[config.mk]
export PLATFORM = sky130hd
export DESIGN_NAME = ili9341_spi_stream
export DESIGN_NICKNAME = d
export VERILOG_FILES = /design/src/rtl/ili9341_spi_stream.sv
export SDC_FILE = /design/constraint.sdc
export NUM_CORES = 1
export LEC_CHECK = 0
export CAP_MARGIN = 0
export CORE_MARGIN = 1.5
export CORE_UTILIZATION = 38
export DETAILED_ROUTE_END_ITERATION = 16
export SLEW_MARGIN = 20
export SYNTH_ARGS = -nofsm -noshare
export SYNTH_HDL_FRONTEND = slang
export SYNTH_SLANG_ARGS = --single-unit
export TNS_END_PERCENT = 1
[constraint.sdc]
create_clock -name sysclk -period 3.5 [get_ports sysclk]
set_input_delay 0.7 -clock sysclk [delete_from_list [all_inputs] [get_ports sysclk]]
set_output_delay 0.7 -clock sysclk [all_outputs]
set_load 0.03 [all_outputs]
[src/rtl/ili9341_spi_stream.sv]
// FIFO-buffered SPI write engine for ILI9341-class panels: hardware-reset sequencing,
// then MSB-first mode-0 streaming of 8/16-bit entries with CS held low across bursts.
module ili9341_spi_stream #(
    parameter int CLK_DIV         = 2,
    parameter int FIFO_DEPTH      = 16,
    parameter int RST_LOW_CYCLES  = 10000,
    parameter int RST_WAIT_CYCLES = 120000,
    parameter int CS_GAP_CYCLES   = 2
) (
    input  logic                          sysclk,
    input  logic                          rst_n,
    input  logic                          s_valid,
    output logic                          s_ready,
    input  logic [15:0]                   s_data,
    input  logic                          s_dc,
    input  logic                          s_wide,
    output logic                          init_done,
    output logic                          busy,
    output logic [$clog2(FIFO_DEPTH):0]   fifo_level,
    output logic                          tft_rst,
    output logic                          tft_cs,
    output logic                          tft_dc,
    output logic                          tft_clk,
    output logic                          tft_din
);
    localparam int AW = $clog2(FIFO_DEPTH);
    localparam int LW = AW + 1;
    localparam int DW = (CLK_DIV > 1) ? $clog2(CLK_DIV) : 1;

    typedef struct packed {
        logic        dc;
        logic        wide;
        logic [15:0] data;
    } entry_t;

    typedef enum logic [2:0] {
        ST_RST_LOW, ST_RST_WAIT, ST_IDLE, ST_LOAD, ST_SHIFT, ST_GAP
    } state_t;

    entry_t          mem_q [FIFO_DEPTH];
    logic [AW-1:0]   wr_q, rd_q;
    logic [LW-1:0]   level_q, level_d;
    logic            push, pop;

    state_t          state_q;
    logic [31:0]     cnt_q;
    logic [DW-1:0]   div_q;
    logic [3:0]      bits_q;
    logic [14:0]     sh_q;
    logic            rst_q, cs_q, dc_q, clk_q, din_q, done_q;

    entry_t          head;
    logic            head_msb;
    logic [14:0]     head_rest;

    assign head      = mem_q[rd_q];
    assign head_msb  = head.wide ? head.data[15] : head.data[7];
    assign head_rest = head.wide ? head.data[14:0] : {head.data[6:0], 8'h00};

    assign s_ready = (level_q != LW'(FIFO_DEPTH));
    assign push    = s_valid && s_ready;
    assign pop     = (state_q == ST_LOAD);

    always_comb begin
        level_d = level_q;
        case ({push, pop})
            2'b10:   level_d = level_q + LW'(1);
            2'b01:   level_d = level_q - LW'(1);
            default: level_d = level_q;
        endcase
    end

    // Storage is not reset: the pointers alone define what is valid.
    always_ff @(posedge sysclk) begin
        if (push) mem_q[wr_q] <= '{dc: s_dc, wide: s_wide, data: s_data};
    end

    always_ff @(posedge sysclk or negedge rst_n) begin
        if (!rst_n) begin
            wr_q    <= '0;
            rd_q    <= '0;
            level_q <= '0;
        end else begin
            if (push) wr_q <= wr_q + AW'(1);
            if (pop)  rd_q <= rd_q + AW'(1);
            level_q <= level_d;
        end
    end

    always_ff @(posedge sysclk or negedge rst_n) begin
        if (!rst_n) begin
            state_q <= ST_RST_LOW;
            cnt_q   <= '0;
            div_q   <= '0;
            bits_q  <= '0;
            sh_q    <= '0;
            rst_q   <= 1'b0;
            cs_q    <= 1'b1;
            dc_q    <= 1'b0;
            clk_q   <= 1'b0;
            din_q   <= 1'b0;
            done_q  <= 1'b0;
        end else begin
            case (state_q)
                ST_RST_LOW: begin
                    if (cnt_q == 32'(RST_LOW_CYCLES - 1)) begin
                        cnt_q   <= '0;
                        rst_q   <= 1'b1;
                        state_q <= ST_RST_WAIT;
                    end else begin
                        cnt_q <= cnt_q + 32'd1;
                    end
                end
                ST_RST_WAIT: begin
                    if (cnt_q == 32'(RST_WAIT_CYCLES - 1)) begin
                        cnt_q   <= '0;
                        done_q  <= 1'b1;
                        state_q <= ST_IDLE;
                    end else begin
                        cnt_q <= cnt_q + 32'd1;
                    end
                end
                ST_IDLE: begin
                    if (level_q != '0) state_q <= ST_LOAD;
                end
                ST_LOAD: begin
                    cs_q    <= 1'b0;
                    dc_q    <= head.dc;
                    din_q   <= head_msb;
                    sh_q    <= head_rest;
                    bits_q  <= head.wide ? 4'd15 : 4'd7;
                    div_q   <= '0;
                    clk_q   <= 1'b0;
                    state_q <= ST_SHIFT;
                end
                ST_SHIFT: begin
                    if (div_q == DW'(CLK_DIV - 1)) begin
                        div_q <= '0;
                        if (!clk_q) begin
                            clk_q <= 1'b1;
                        end else begin
                            clk_q <= 1'b0;
                            if (bits_q != 4'd0) begin
                                bits_q <= bits_q - 4'd1;
                                din_q  <= sh_q[14];
                                sh_q   <= {sh_q[13:0], 1'b0};
                            end else if (level_q != '0) begin
                                // Next entry's first bit goes out on this falling edge;
                                // LOAD then pops it while SCK stays low.
                                dc_q    <= head.dc;
                                din_q   <= head_msb;
                                state_q <= ST_LOAD;
                            end else begin
                                cs_q    <= 1'b1;
                                cnt_q   <= '0;
                                state_q <= ST_GAP;
                            end
                        end
                    end else begin
                        div_q <= div_q + DW'(1);
                    end
                end
                ST_GAP: begin
                    if (cnt_q == 32'(CS_GAP_CYCLES - 1)) begin
                        cnt_q   <= '0;
                        state_q <= ST_IDLE;
                    end else begin
                        cnt_q <= cnt_q + 32'd1;
                    end
                end
                default: state_q <= ST_RST_LOW;
            endcase
        end
    end

    assign busy       = (level_q != '0) || (state_q inside {ST_LOAD, ST_SHIFT, ST_GAP});
    assign init_done  = done_q;
    assign fifo_level = level_q;
    assign tft_rst    = rst_q;
    assign tft_cs     = cs_q;
    assign tft_dc     = dc_q;
    assign tft_clk    = clk_q;
    assign tft_din    = din_q;
endmodule

==> results.cfg, run 1 <==
; physical design summary
[global_route]
grt_overflow = 0
grt_max_degree = 75
grtUsageTotal_pct = 17.1

[min_path]
hold_class = primary input to asynchronous set/reset pin

[timing]
rsz0062_at_grt = no
max_slew_margin_pct = 34.7
max_freq_mhz = 309
setup_ws_ps = 260
setup_viol = 0
finalCriticalPeriod_ps = 3240
clock_skew_ps = 12.3
tightestPinTransition_ps = 980

[run_status]
status = finished clean

[clocking]
htree_num_levels = 2
clock_latency_ps = 540
path_clk_slew_ps = 60
cts_buffer_depth = 3
holdBufCountCts = 0
numCtsBuffers = 38
cts.sinks = 362

[setup_path]
rr_endpoint = cnt_q[12]$_DFFE_PN0P_
reg2regPathDepth = 7
crit_end = busy
rrSetupSlack_ps = 540
slowest_delay_ps = 610
crit_buf_inv = 1
crit_start = fifo_level[1]$_DFFE_PN0P_
crit_path_cell_trace = or4_4 -> nor2_1 -> nand3_1 -> clkdlybuf4s50_1
setup.worst_path.start_class = register
critical_path.top_delay_family = simple AND/OR/NAND/NOR gates

[floorplanning]
die_width_um = 203
die_area_um2 = 41000

[layout]
n_fill_cell = 3330
drive_gt1_share_pct = 19.9
finalNonFillerCells = 1559
largestRegisters = mem_q: 288 flops, cnt_q: 32 flops, sh_q: 15 flops
lay_top_count = edfxtp_1
seqCellArea_um2 = 10500
largestClassByArea = flip-flops and latches
layout_top_cells = 288 x edfxtp_1, 80 x nand2_1, 74 x mux4_2, 71 x dfrtp_1, 41 x buf_4
clock_buffers = 48
nets = 1048
buffer_area_share_pct = 3.82
nMultiInputCombCells = 514
seq_cells = 362

[pwr]
vdd_drop_max_v = 0.000335
leakagePower_nw = 5.83

[placement]
gp_congestion = 0.839
pre_cts_ws_ps = 485
dpl_cell_area_um2 = 16300
numPortBuffers = 33
hpwl_um = 20400

[logic_synthesis]
syn_inst = 956
edf_count = 288
synth_area_um2 = 15100
postSynthSeqShare_pct = 69.4
topCellsByArea = edfxtp_1 57%, dfrtp_1 12%, mux4_2 11%
common_cells = 288 x edfxtp_1, 80 x nand2_1, 74 x mux4_2
yosysWarningCount = 0
ys_ff = 362
fp_nets = 989
top_cell_area_share_pct = 57.1
synthMostInstantiatedCell = edfxtp_1
yosys_cells = 956
synthArstFlopShare_pct = 20.4

[drt]
final_antenna_net_count = 0
routedWlPerCell_um = 21.9
viasPerCell = 5.52
remaining_drc_errors = 0
detail_route.first_pass.iterations = 5

[flow_run]
warning_count = 31
run 1: logic make-up after synthesis:
family	count (synthesis)	synth area share (%)
buffers and inverters	80	2.26
DFF	362	69.4
muxes	79	11.4
and+or+nand+nor	245	8.17
adders and majority gates	12	0.992
xor gates and xnor gates	21	1.21
AOI/OAI and AO/OA	157	6.64
run 1: power breakdown:
| part | switching (mW) | total [mW] | internal, mW | leakage (nW) |
|---|---|---|---|---|
| registers | 0.165 | 5.21 | 5.05 | 3.60 |
| clock network | 1.63 | 3.99 | 2.35 | 0.594 |
| logic | 0.645 | 0.979 | 0.334 | 1.64 |
run 1: metal layers:
layer | routed length [µm] | global-route usage, %
met1 | 15400 | 24.6
met2 | 15600 | 26.1
met3 | 2070 | 3.15
met4 | 928 | 5.82
met5 | 0 | 0
**Run 1: M1 wires**

Drawn at 2 px/µm. Supply wires on this layer in gray. Cells faint in the background.
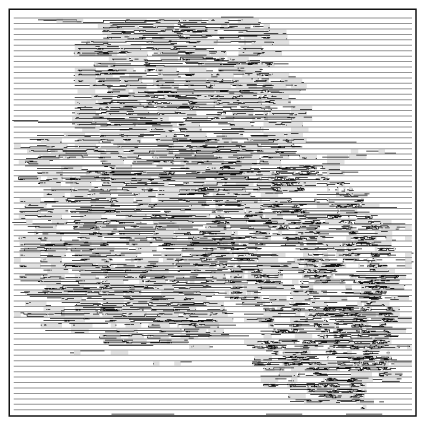
The longest straight run is 96.1 µm. 1002 nets have wire on it. The layer holds 45% of the routed length. The layer carries 15400 µm of wire. The wires run mostly horizontal.
drt total wl: 34100 µm
grt met1 use: 24.6%
DR vias: 8611

**Run 1: cell classes on the final placement**

Drawn at 2 px/µm.
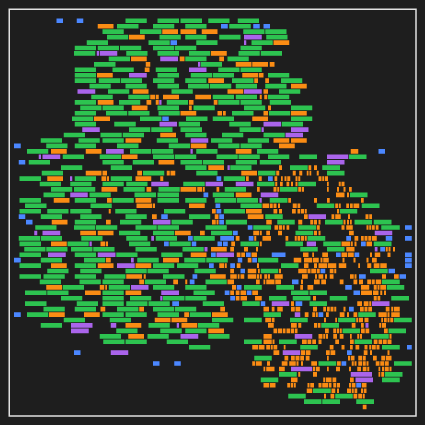
remaining logic cells: shown in orange, cells 538. remaining buffers and delay cells: shown in blue, cells 75. clock drivers and dummy loads: shown in purple, cells 65. registers: shown in green, cells 362.
final core utilization: 44.8%
Seq/total area: 60.1%

**Run 1: local utilization**

Drawn at 2 px/µm. The die is cut into 20 by 20 equal tiles; dark blue is low, red is high, 0 to 100% covered.
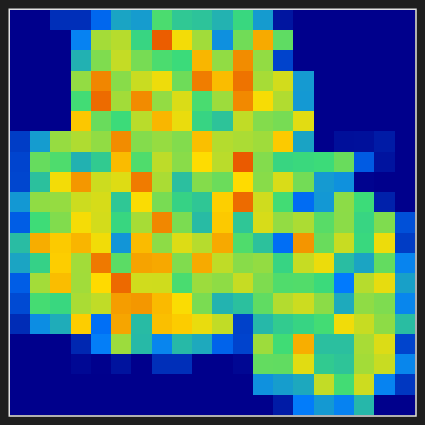
The fullest tile reaches 90%. The emptiest ninth of the die: north-east. 12% of the tiles are over 75% full. 24% of the tiles are nearly empty. The mean over all tiles is 41%.

==> run 2, diff against run 1 <==
--- a/config.mk
+++ b/config.mk
@@ -5,7 +5,6 @@
 export SDC_FILE = /design/constraint.sdc
 export NUM_CORES = 1
 export LEC_CHECK = 0
-export CAP_MARGIN = 0
 export CORE_MARGIN = 1.5
 export CORE_UTILIZATION = 38
 export DETAILED_ROUTE_END_ITERATION = 16
**Run 2: port wiring**

Drawn at 1.5 px/µm.
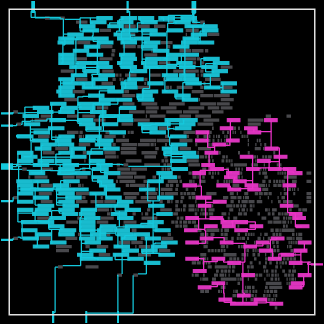
s_data: shown in cyan, direction input, end cells 256, buffers 16, wire 2630 µm. rst_n: shown in magenta, direction input, end cells 74, buffers 1, wire 633 µm.
port bufs: 33
I/O pin total: 34

**Run 2: cell classes on the final placement**

Drawn at 2 px/µm.
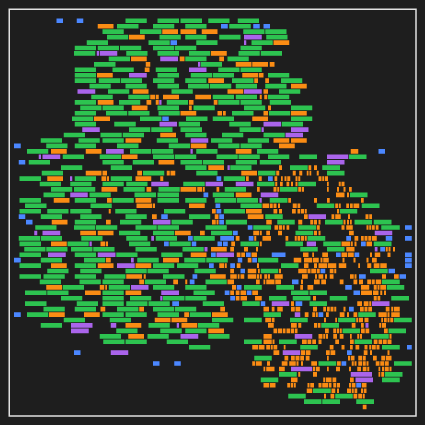
remaining logic cells: shown in orange, cells 538. remaining buffers and delay cells: shown in blue, cells 75. registers: shown in green, cells 362. clock drivers and dummy loads: shown in purple, cells 65.

==> results.cfg, run 2 <==
; physical design summary
[run_status]
status = finished clean

[drt]
detail_route.first_pass.iterations = 5
wl_um = 34100
remaining_drc_errors = 0
top_layer = met4
met1Wirelength_um = 15400
wl_met3_um = 2070
viasPerCell = 5.52
final_antenna_net_count = 0
routedWlPerCell_um = 21.9
met2_length_um = 15600

[logic_synthesis]
postSynthSeqShare_pct = 69.4
synthAoiAreaFrac_pct = 6.64
fp_nets = 989
syn_inst = 956
top_cell_area_share_pct = 57.1
synthMostInstantiatedCell = edfxtp_1
synthArstFlopShare_pct = 20.4
yosys_cells = 956
ys_ff = 362
common_cells = 288 x edfxtp_1, 80 x nand2_1, 74 x mux4_2
adder_share_pct = 0.992

[layout]
seqCellArea_um2 = 10500
layout_top_cells = 288 x edfxtp_1, 80 x nand2_1, 74 x mux4_2, 71 x dfrtp_1, 41 x buf_4
nMultiInputCombCells = 514
finish.utilization_pct = 44.8
lay_top_count = edfxtp_1
buffer_area_share_pct = 3.82
drive_gt1_share_pct = 19.9
seq_area_share_pct = 60.1
largestRegisters = mem_q: 288 flops, cnt_q: 32 flops, sh_q: 15 flops

[pwr]
vdd_drop_max_v = 0.000335
power_clock_mw = 3.99
pwr.group.sequential_mw = 5.21
clkPwrFrac_pct = 39.2
p_int_mw = 7.73
p_sw_mw = 2.44
leakagePower_nw = 5.83
swShare_pct = 24.0
pwr-share-seq_pct = 51.2

[clocking]
htree_num_levels = 2
numCtsBuffers = 38
cts_buffer_depth = 3
path_clk_slew_ps = 60
cts.sinks = 362

[min_path]
hold_class = primary input to asynchronous set/reset pin

[timing]
max_freq_mhz = 309
tightestPinTransition_ps = 980
finalCriticalPeriod_ps = 3240
clock_skew_ps = 12.3
rsz0062_at_grt = no
setup_ws_ps = 260

[global_route]
grt_max_degree = 75
grt_busiest_layer = met2
grt.met2_usage_pct = 26.1
met3_usage_pct = 3.15
met1_usage_pct = 24.6
grtUsageTotal_pct = 17.1
grt_overflow = 0

[setup_path]
slowest_delay_ps = 610
crit_path_cell_trace = or4_4 -> nor2_1 -> nand3_1 -> clkdlybuf4s50_1
critical_path.top_delay_family = simple AND/OR/NAND/NOR gates

[placement]
pre_cts_ws_ps = 485
dpl_cell_area_um2 = 16300
gp_congestion = 0.839

[floorplanning]
die_width_um = 203
die_area_um2 = 41000
**Run 2: cell placement**

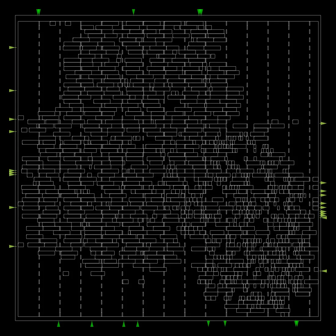
Rows: 72
Core ar.: 39000 µm²
sequential cells: 362

[run 2: cell counts in the layout (fill, tap and decap cells not counted)]
No cell type changed its count.
[run 2: worst paths after layout]
kind	from	to	slack, ps	depth (start not counted)
hold / removal	rst_n	cnt_q[3]$_DFFE_PN0P_	290	1
hold reg to reg	tft_cs$_DFFE_PN1P_	tft_cs$_DFFE_PN1P_	480	2
setup reg to reg	state_q[1]$_DFFE_PN0P_	cnt_q[12]$_DFFE_PN0P_	540	7
setup / recovery	fifo_level[1]$_DFFE_PN0P_	busy	260	4
max in group asynchronous	rst_n	rd_q[0]$_DFFE_PN0P_	2450	1
min in group sysclk	tft_cs$_DFFE_PN1P_	tft_cs$_DFFE_PN1P_	480	2
No activity file was given, so power comes from the tool's default toggle rates.
